--- src/rtl/approx_mul_bist.sv ---
// Built-in self-test for an 8x8 approximate multiplier: drives LFSR operands,
// captures the product after a settle window and accumulates |ED| metrics.
module approx_mul_bist #(
    parameter logic [15:0] N_SAMPLES = 16'd10000,
    parameter int unsigned SETTLE    = 4,
    parameter logic [15:0] SEED      = 16'hACE1
) (
    input  logic        clk,
    input  logic        rst,
    input  logic        start,
    input  logic [6:0]  mask_cfg,
    output logic [7:0]  mul_a,
    output logic [7:0]  mul_b,
    output logic [6:0]  mul_mask,
    input  logic [15:0] mul_p,
    output logic        busy,
    output logic        done,
    output logic [15:0] sample_cnt,
    output logic [15:0] err_cnt,
    output logic [31:0] sum_aed,
    output logic [15:0] max_aed
);

    typedef enum logic [1:0] {
        S_IDLE,
        S_DRIVE,
        S_WAIT,
        S_CAPT
    } state_t;

    localparam logic [15:0] SETTLE_LAST = 16'(SETTLE - 1);

    state_t      state_q, state_d;
    logic [15:0] lfsr_q, lfsr_d;
    logic [15:0] settle_q, settle_d;
    logic [7:0]  a_q, a_d;
    logic [7:0]  b_q, b_d;
    logic [6:0]  mask_q, mask_d;
    logic        busy_q, busy_d;
    logic        done_q, done_d;
    logic [15:0] sample_q, sample_d;
    logic [15:0] err_q, err_d;
    logic [31:0] sum_q, sum_d;
    logic [15:0] max_q, max_d;

    logic [15:0] lfsr_next;
    logic [15:0] exact;
    logic [15:0] aed;

    assign lfsr_next = {lfsr_q[14:0], lfsr_q[15] ^ lfsr_q[13] ^ lfsr_q[12] ^ lfsr_q[10]};
    assign exact     = {8'h00, a_q} * {8'h00, b_q};
    assign aed       = (exact >= mul_p) ? (exact - mul_p) : (mul_p - exact);

    always_comb begin
        state_d  = state_q;
        lfsr_d   = lfsr_q;
        settle_d = settle_q;
        a_d      = a_q;
        b_d      = b_q;
        mask_d   = mask_q;
        busy_d   = busy_q;
        done_d   = done_q;
        sample_d = sample_q;
        err_d    = err_q;
        sum_d    = sum_q;
        max_d    = max_q;

        case (state_q)
            S_IDLE: begin
                if (start) begin
                    sample_d = '0;
                    err_d    = '0;
                    sum_d    = '0;
                    max_d    = '0;
                    done_d   = 1'b0;
                    mask_d   = mask_cfg;
                    lfsr_d   = SEED;
                    busy_d   = 1'b1;
                    state_d  = S_DRIVE;
                end
            end
            S_DRIVE: begin
                a_d      = lfsr_q[15:8];
                b_d      = lfsr_q[7:0];
                lfsr_d   = lfsr_next;
                settle_d = SETTLE_LAST;
                state_d  = S_WAIT;
            end
            S_WAIT: begin
                if (settle_q == '0) begin
                    state_d = S_CAPT;
                end else begin
                    settle_d = settle_q - 16'd1;
                end
            end
            S_CAPT: begin
                err_d    = err_q + {15'd0, (aed != '0)};
                sum_d    = sum_q + {16'd0, aed};
                if (aed > max_q) max_d = aed;
                sample_d = sample_q + 16'd1;
                if (sample_d == N_SAMPLES) begin
                    busy_d  = 1'b0;
                    done_d  = 1'b1;
                    state_d = S_IDLE;
                end else begin
                    state_d = S_DRIVE;
                end
            end
            default: state_d = S_IDLE;
        endcase
    end

    always_ff @(posedge clk) begin
        if (rst) begin
            state_q  <= S_IDLE;
            lfsr_q   <= SEED;
            settle_q <= '0;
            a_q      <= '0;
            b_q      <= '0;
            mask_q   <= '0;
            busy_q   <= 1'b0;
            done_q   <= 1'b0;
            sample_q <= '0;
            err_q    <= '0;
            sum_q    <= '0;
            max_q    <= '0;
        end else begin
            state_q  <= state_d;
            lfsr_q   <= lfsr_d;
            settle_q <= settle_d;
            a_q      <= a_d;
            b_q      <= b_d;
            mask_q   <= mask_d;
            busy_q   <= busy_d;
            done_q   <= done_d;
            sample_q <= sample_d;
            err_q    <= err_d;
            sum_q    <= sum_d;
            max_q    <= max_d;
        end
    end

    assign mul_a      = a_q;
    assign mul_b      = b_q;
    assign mul_mask   = mask_q;
    assign busy       = busy_q;
    assign done       = done_q;
    assign sample_cnt = sample_q;
    assign err_cnt    = err_q;
    assign sum_aed    = sum_q;
    assign max_aed    = max_q;

endmodule

--- config.mk ---
export PLATFORM = sky130hd
export DESIGN_NAME = approx_mul_bist
export DESIGN_NICKNAME = d
export VERILOG_FILES = /design/src/rtl/approx_mul_bist.sv
export SDC_FILE = /design/constraint.sdc
export NUM_CORES = 1
export LEC_CHECK = 0
export CORE_UTILIZATION = 53
export CTS_BUF_LIST = sky130_fd_sc_hd__clkbuf_8
export CTS_CLUSTER_DIAMETER = 200
export DETAILED_ROUTE_END_ITERATION = 10
export GPL_ROUTABILITY_DRIVEN = 0
export PLACE_DENSITY = 0.8
export SETUP_SLACK_MARGIN = 0.1
export SLEW_MARGIN = 20
export SYNTH_ARGS = -nofsm -noshare
export SYNTH_HDL_FRONTEND = slang
export SYNTH_SLANG_ARGS = --single-unit
export TNS_END_PERCENT = 5
--- constraint.sdc ---
create_clock -name clk -period 8 [get_ports clk]
set_input_delay 0.8 -clock clk [delete_from_list [all_inputs] [get_ports clk]]
set_output_delay 0.8 -clock clk [all_outputs]
set_load 0.05 [all_outputs]
### Metal layers overlaid, run 1

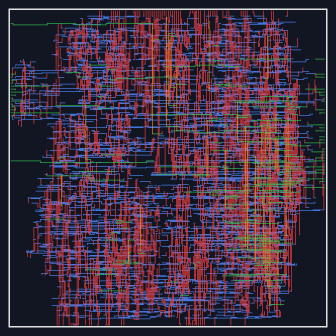
met1 -> blue  # wire length 12400 um
met4 -> orange  # wire length 889 um
met2 -> red  # wire length 14000 um
met3 -> green  # wire length 1740 um

### Wires at chosen ports, followed through buffers, run 1

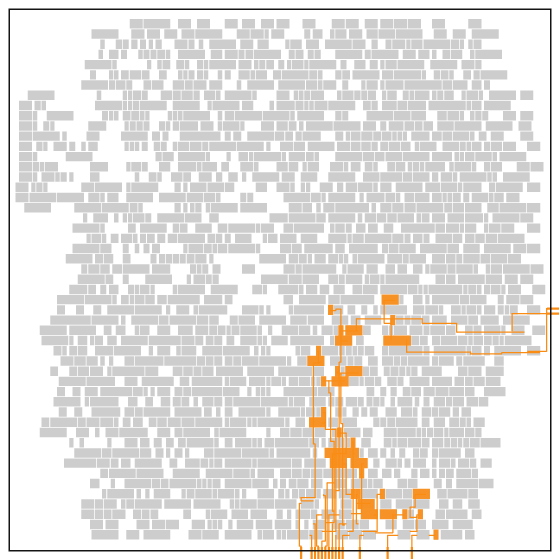
`mul_p` -> orange  # bits 16, direction input, edge 14 south, 2 east, end cells 32, buffers 16, wire 645 um

### The clock network, run 1

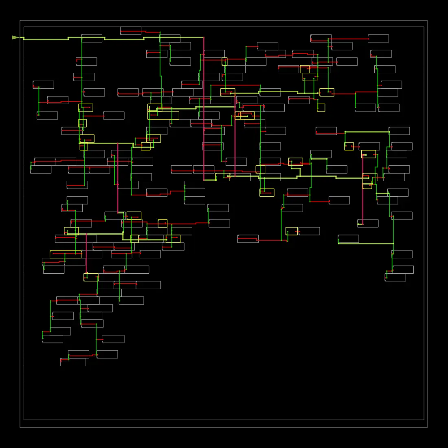
clock buffer count from CTS: 17
number of clock sinks: 139
total of clock buffers placed in the layout: 17
Post-Route Skew: 0.00929 ns

### Gate families picked out, run 1

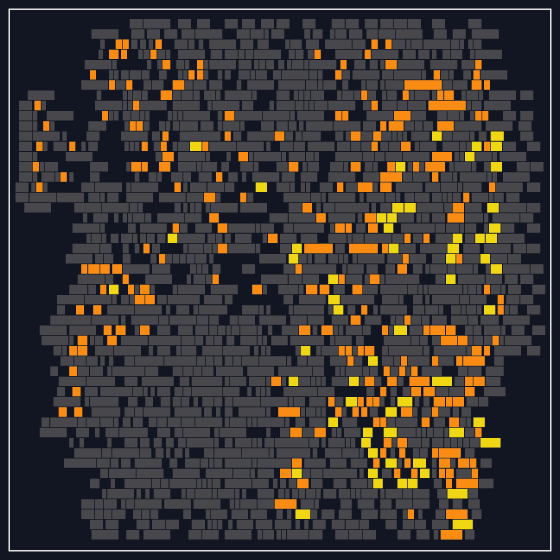
inverting AOI/OAI gates -> orange  # cells 225, most used a21oi_1, where all over the die
AND-OR and OR-AND gates -> yellow  # cells 61, most used a21o_1

==> results_tabular.tex, run 1 <==
% Yosys + OpenROAD metrics
\begin{tabular}{lr}
\hline
Metric & Value \\
\hline
\multicolumn{2}{l}{\textbf{Synthesis}} \\
\quad Cells after Synth & 1288 \\
\quad Dominant register cell in the synthesized netlist & sky130\_fd\_sc\_hd\_\_dfxtp\_1 \\
\quad Dominant cell type by area after synthesis & sky130\_fd\_sc\_hd\_\_dfxtp\_1 \\
\quad Ranking of synthesized cells by instance count & sky130\_fd\_sc\_hd\_\_dfxtp\_1 (139), sky130\_fd\_sc\_hd\_\_nor2\_1 (125), sky130\_fd\_sc\_hd\_\_inv\_1 (120), sky130\_fd\_sc\_hd\_\_ha\_1 (112), sky130\_fd\_sc\_hd\_\_nand2\_1 (101) \\
\quad Post-synthesis average cell area & 8.27 um\^{}2 \\
\quad Number of standard cells reported by yosys & 1288 \\
\quad Number of enable flip-flop cells & 0 \\
\quad Seq cells post-synth & 139 \\
\quad Chip area line of the yosys report & 10600 um\^{}2 \\
\quad Mapped Area & 10600 um\^{}2 \\
\quad Portion of synthesized cell area occupied by the leading cell type & 26.1\% \\
\multicolumn{2}{l}{\textbf{STA}} \\
\quad Final hold violation count & 0 \\
\quad Slew @ Worst Pin & 1.14 ns \\
\quad Fin worst setup slack & 0.151 ns \\
\quad Fmax & 127 MHz \\
\multicolumn{2}{l}{\textbf{Floorplan}} \\
\quad Die Y & 144 um \\
\quad Number of ports placed on the die boundary & 131 \\
\quad Number of rows created at floorplan & 51 \\
\quad Placeable core area & 19600 um\^{}2 \\
\quad Chip footprint & 20700 um\^{}2 \\
\multicolumn{2}{l}{\textbf{Placed design}} \\
\quad Worst setup timing slack at the placement stage & -0.246 ns \\
\multicolumn{2}{l}{\textbf{Global route}} \\
\quad Number of antenna violations at the first check in global routing & 0 \\
\quad Wire length of the first global-routing pass & 43300 um \\
\quad Number of global-route vias before repair & 9031 \\
\multicolumn{2}{l}{\textbf{Detailed routing}} \\
\quad Overall via count from detail\_route & 10100 \\
\quad Drt pass-1 iters & 6 \\
\quad Total routed wirelength & 29100 um \\
\quad Antenna-violating nets left & 0 \\
\multicolumn{2}{l}{\textbf{Clock network}} \\
\quad CTS tree & yes \\
\quad Clock-pin transition on the worst setup and hold timing paths & 0.08 ns \\
\multicolumn{2}{l}{\textbf{Final layout}} \\
\quad Share of cells above drive strength 1 & 16.6\% \\
\multicolumn{2}{l}{\textbf{Run status}} \\
\quad Status & completed \\
\multicolumn{2}{l}{\textbf{Setup path}} \\
\quad Critical path startpoint category & register \\
\quad Data arrival at the endpoint of the critical path & 8.23 ns \\
\multicolumn{2}{l}{\textbf{Pwr}} \\
\quad Leakage power summed over all cells & 5.72 nW \\
\hline
\end{tabular}
run 1: cells by family (layout without fill, tap and decap cells):
| logic type | after synthesis | after routing | synth area share, % |
|---|---|---|---|
| AOI/OAI and AO/OA | 285 | 286 | 18.0 |
| xor gates and xnor gates | 68 | 68 | 5.59 |
| adders and majority gates | 151 | 151 | 20.5 |
| buffers and inverters | 163 | 370 | 5.85 |
| DFF | 139 | 139 | 26.1 |
| muxes | 23 | 23 | 2.20 |
| and+or+nand+nor | 459 | 459 | 21.7 |
run 1: sequential cells by signal (all words and copies together), names as in the netlist:
signal,count
max_aed,16
mul_a,8
lfsr_q,16
mul_b,8
sum_aed,32
sample_cnt,16
done,1
err_cnt,16
state_q,2
mul_mask,7
settle_q,16
busy,1
run 1: report_power, final:
part / switching (mW) / internal, mW
Combinational: 1.05 / 0.717
Sequential: 0.0867 / 0.777
Clock: 0.305 / 0.283
Total: 1.45 / 1.78
run 1: worst paths after layout:
path | start | cells after the start | end | slack (ns)
hold / removal | mul_mask[3] | 2 | mul_mask[3] | 0.46
setup / recovery | mul_b[3] | 38 | sum_aed[24] | 0.15
hold reg to reg | mul_mask[3] | 2 | mul_mask[3] | 0.46
setup reg to reg | mul_b[3] | 38 | sum_aed[24] | 0.15
run 1: metal layers:
layer  wire, um  vias to the layer above  GRT usage (%)
met1      12400                     4802           34.3
met2      14000                      382           43.6
met5          0                        -              0
li1           -                     4856              -
met4        889                        0           8.85
met3       1740                       75           4.60
run 1: tightest hold or removal path: stages, from the launching register on:
cell	delay, ns
sky130_fd_sc_hd__dfxtp_1	0.31
sky130_fd_sc_hd__nand2_1	0.05
sky130_fd_sc_hd__a21oi_1	0.05
run 1: what timing repair did:
action | 4_1_cts | 5_1_grt
gates resized | 26 | 107
cloned | 1 | 3
pin swaps | 12 | 82
setup buffers | 13 | 26
setup endpoints to repair | 36 | 50
run 1: cell type report:
| class | count | area share, % |
|---|---|---|
| tap | 265 | 2.41 |
| timing repair buffer | 218 | 14.5 |
| sequential | 139 | 20.5 |
| multi-input combinational | 987 | 56.5 |
| inverter | 120 | 3.27 |
| clock inverter | 15 | 1.19 |
| clock buffer | 17 | 1.70 |
==> inputs of run 2 (changes only) <==
--- a/config.mk
+++ b/config.mk
@@ -11,6 +11,7 @@
 export DETAILED_ROUTE_END_ITERATION = 10
 export GPL_ROUTABILITY_DRIVEN = 0
 export PLACE_DENSITY = 0.8
+export RECOVER_POWER = 100
 export SETUP_SLACK_MARGIN = 0.1
 export SLEW_MARGIN = 20
 export SYNTH_ARGS = -nofsm -noshare
### Wires at chosen ports, followed through buffers, run 2

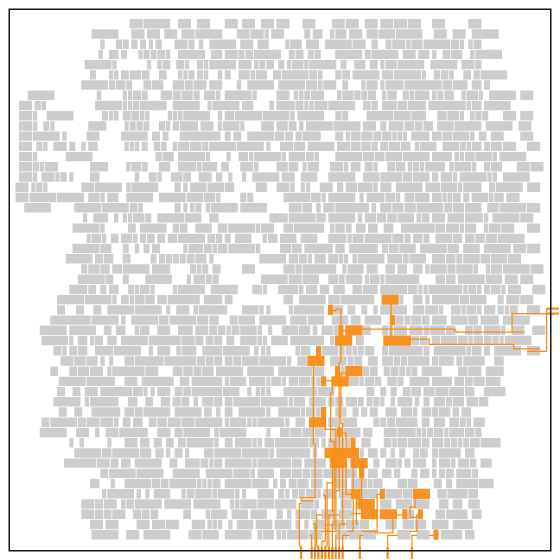
`mul_p` -> orange  # bits 16, direction input, edge 14 south, 2 east, end cells 32, buffers 16, wire 635 um

==> run 2 against run 1 <==
Clock skew grew 0.0014 ns. Register-to-register slack is essentially flat. Setup slack lost 0.014 ns. Largest cell class unchanged. Largest power group unchanged. Critical endpoint unchanged. Sequential cell count is the same. Worst hold slack lost 0.0033 ns. Die size is the same. Core utilization is essentially flat. Global-route usage is the same. Combinational power is essentially flat.
==> results_tabular.tex, run 2 <==
% Yosys + OpenROAD metrics
\begin{tabular}{lr}
\hline
Metric & Value \\
\hline
\multicolumn{2}{l}{\textbf{STA}} \\
\quad Slew @ Worst Pin & 1.16 ns \\
\quad Post-Route Skew & 0.0106 ns \\
\quad Final hold violation count & 0 \\
\quad Fin worst setup slack & 0.137 ns \\
\quad Fmax & 127 MHz \\
\multicolumn{2}{l}{\textbf{Setup path}} \\
\quad Data arrival at the endpoint of the critical path & 8.25 ns \\
\quad Critical path startpoint category & register \\
\multicolumn{2}{l}{\textbf{Pwr}} \\
\quad Leakage power summed over all cells & 6.08 nW \\
\multicolumn{2}{l}{\textbf{Detailed routing}} \\
\quad Antenna-violating nets left & 0 \\
\quad Drt pass-1 iters & 6 \\
\quad Total routed wirelength & 29000 um \\
\quad Overall via count from detail\_route & 10000 \\
\quad Wirelength per Cell & 16.5 um \\
\multicolumn{2}{l}{\textbf{Synthesis}} \\
\quad Dominant register cell in the synthesized netlist & sky130\_fd\_sc\_hd\_\_dfxtp\_1 \\
\quad Dominant cell type by area after synthesis & sky130\_fd\_sc\_hd\_\_dfxtp\_1 \\
\quad Post-synthesis average cell area & 8.27 um\^{}2 \\
\quad Ranking of synthesized cells by instance count & sky130\_fd\_sc\_hd\_\_dfxtp\_1 (139), sky130\_fd\_sc\_hd\_\_nor2\_1 (125), sky130\_fd\_sc\_hd\_\_inv\_1 (120), sky130\_fd\_sc\_hd\_\_ha\_1 (112), sky130\_fd\_sc\_hd\_\_nand2\_1 (101) \\
\quad Cells after Synth & 1288 \\
\quad Number of standard cells reported by yosys & 1288 \\
\quad Chip area line of the yosys report & 10600 um\^{}2 \\
\quad Number of enable flip-flop cells & 0 \\
\quad Seq cells post-synth & 139 \\
\multicolumn{2}{l}{\textbf{Final layout}} \\
\quad Share of cells above drive strength 1 & 16.5\% \\
\multicolumn{2}{l}{\textbf{Run status}} \\
\quad Status & completed \\
\multicolumn{2}{l}{\textbf{Clock network}} \\
\quad Number of clock sinks & 139 \\
\quad CTS tree & yes \\
\quad Clock-pin transition on the worst setup and hold timing paths & 0.08 ns \\
\multicolumn{2}{l}{\textbf{Floorplan}} \\
\quad Die Y & 144 um \\
\quad Number of ports placed on the die boundary & 131 \\
\quad Number of rows created at floorplan & 51 \\
\quad Chip footprint & 20700 um\^{}2 \\
\multicolumn{2}{l}{\textbf{Global route}} \\
\quad Wire length of the first global-routing pass & 43300 um \\
\quad Number of global-route vias before repair & 9031 \\
\multicolumn{2}{l}{\textbf{Placed design}} \\
\quad Worst setup timing slack at the placement stage & -0.246 ns \\
\hline
\end{tabular}
-- run 2: worst paths after layout --
check | start | end | slack, ns | cells past startpoint
worst min register to register | mul_mask[3] | mul_mask[3] | 0.46 | 2
worst min-delay path | mul_mask[3] | mul_mask[3] | 0.46 | 2
worst max register to register | mul_b[3] | sum_aed[24] | 0.14 | 38
worst max-delay path | mul_b[3] | sum_aed[24] | 0.14 | 38
-- run 2: power by group --
group | internal, mW | switching, mW
sequential | 0.777 | 0.0856
combinational | 0.702 | 1.05
clock | 0.282 | 0.303
total | 1.76 | 1.44
-- run 2: per-layer routing --
layer / share of wire, % / routed length, um / GRT usage [%]
met5: 0 / 0 / 0
met4: 3.1 / 886 / 8.85
met3: 5.9 / 1720 / 4.60
met2: 48 / 14000 / 43.6
met1: 43 / 12400 / 34.3
-- run 2: cell families after synthesis --
group	share of synthesized area (%)
AND-OR/OR-AND	18.0
XOR/XNOR	5.59
adder cells (fa/ha/maj)	20.5
buffers and inverters	5.85
flip-flops	26.1
multiplexers	2.20
AND/OR/NAND/NOR	21.7
-- run 2: final cells by class --
class,count,area (um^2),area share (%)
clock buffer,17,234,1.70
clock inverter,15,164,1.19
inverter,120,450,3.27
multi-input combinational,987,7780,56.5
sequential,139,2820,20.5
tap,265,332,2.41
timing repair buffer,218,1990,14.4
-- run 2: worst min-delay path, cell delays in order (launching register included) --
cell and delay (ns):
sky130_fd_sc_hd__dfxtp_1 0.31, sky130_fd_sc_hd__nand2_1 0.05, sky130_fd_sc_hd__a21oi_1 0.05
-- run 2: stage by stage --
stage | instance area, um^2 | total power [mW]
finish | 13800 | 3.20
global placement | 12500 | 2.36
global route | 13800 | 3.40
floorplan | 10700 | 1.95
detailed placement | 12500 | 2.40
CTS | 13100 | 3.04
-- run 2: repair_timing --
action	4_1_cts	5_1_grt
gates cloned	1	3
setup buffers	13	26
hold buffers	0	0
pin swaps	12	82
gates resized	26	107
endpoints found under the setup margin	36	50
endpoints found under the hold margin	0	0
Power and IR drop assume default switching activity.
